Design pwm_freq_ctrl, sky130hd; sources not shown.
### Zoomed window

Window x 23 to 53, y 23 to 53 um. Cells in grey, sequential cells in the stronger grey; small squares are vias.
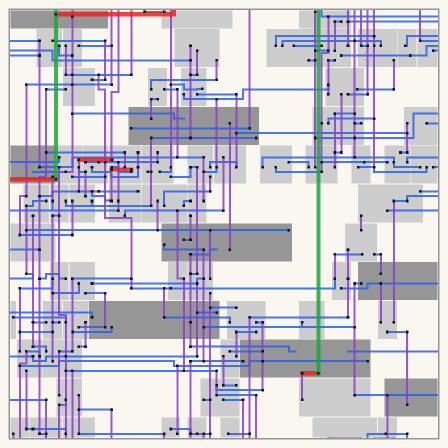
- met3: red
- met2: purple
- met4: green
- met1: blue
- most frequent: nand3_1 (6), nor2_1 (6)
- cells with their middle in the window: 63
- sequential cells in the window: 5

### Routed metal, one colour a layer

Drawn at 4 px/um. Only two layers are drawn.
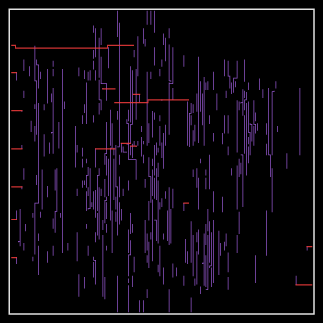
- met2: purple (wire length 1,750 um)
- met3: red (wire length 81.2 um)
Overall Global Routing Usage: 0.1552
DRT Wirelength: 3738 um
routed vias: 1,531
wire per inst: 12.46 um

### Wiring heat map

Drawn at 4 px/um. The die is cut into 15 by 15 equal tiles; dark purple is low, yellow is high, scaled to the fullest tile. Values are wire area over tile area, all layers added.
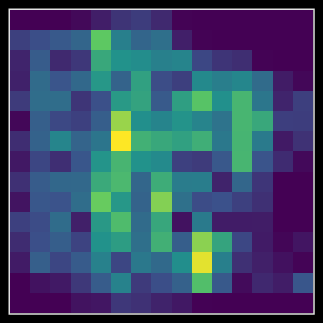
- nearly empty tiles: 17%
- densest ninth of the die: middle
- emptiest ninth of the die: bottom right
- fullest tile: 0.37

==> results.yml <==
# yosys + openroad results
finish:
  flop-count: 42
  fin_cells: 300
  area_growth_pct: 17.61
  final-clk-cell-share: 0.03561
  antenna_cells: 0
  seq_area_frac: 0.4098
  n_clock_buffer: 6
  nMultiInputCombCells: 141
  buf_share: 0.08634
  lay_top_count: "dfrtp_1"
  final_cell_mix: "dfrtp_1, mux2_2, nor2_1"
synthesis:
  mux_area_frac: 0.1079
  yosysCellCount: 202
  yosys.area.top_type: "dfrtp_1"
  synth.area.top_cells: "dfrtp_1, mux2_2, ha_1, nor2_1, xor2_1"
  logic_family: "simple AND/OR/NAND/NOR gates"
  ys_sh_simple: 0.1647
  ys.flop_type: "dfrtp_1"
  ys.flops: 42
  yosys.area_share.aoi: 0.1015
die:
  die_x_um: 75.84
  nWellTaps: 70
  ios: 19
worst_setup_path:
  arrival_ns: 2.95
  rr_worst_depth: 6
  worstSetupEndpointType: "output port"
  worst-r2r-setup-slack_ns: 1.30
  cp_cell_sequence: "inv_1 -> or4_1 -> a22oi_2 -> nand2_2 -> clkbuf_1 -> nor2_1 -> clkdlybuf4s50_1"
routing:
  drcViolationCount: 0
  met2_length_um: 1748
  route.met3.wl_um: 81
cts:
  cts_tree: "done"
  cts_buffer_depth: 2
  cts-root-buf: "clkbuf_8"
  hold_buffers: 1
power:
  switching_share: 0.3686
  p_seq_frac: 0.411
  powerDensity_nw_per_um2: 610.7
  internal-power_w: 0.0009890
  power_leakage_nw: 1.174
placement:
  post-place-ws_ns: 0.9795
  portBuffers: 18
grt:
  grt_antenna_before_repair: 0
  grt_use_met3: 0.02778
final_timing:
  hold_violations: 0
  fmax_mhz: 292.9
  fin_crit_ns: 3.415
  rsz0062_at_grt: "false"
status:
  status: "completed"
job:
  drv_cap: 0
min_path:
  hp-class: "register to register"
Power is estimated from default activity; no workload was simulated.
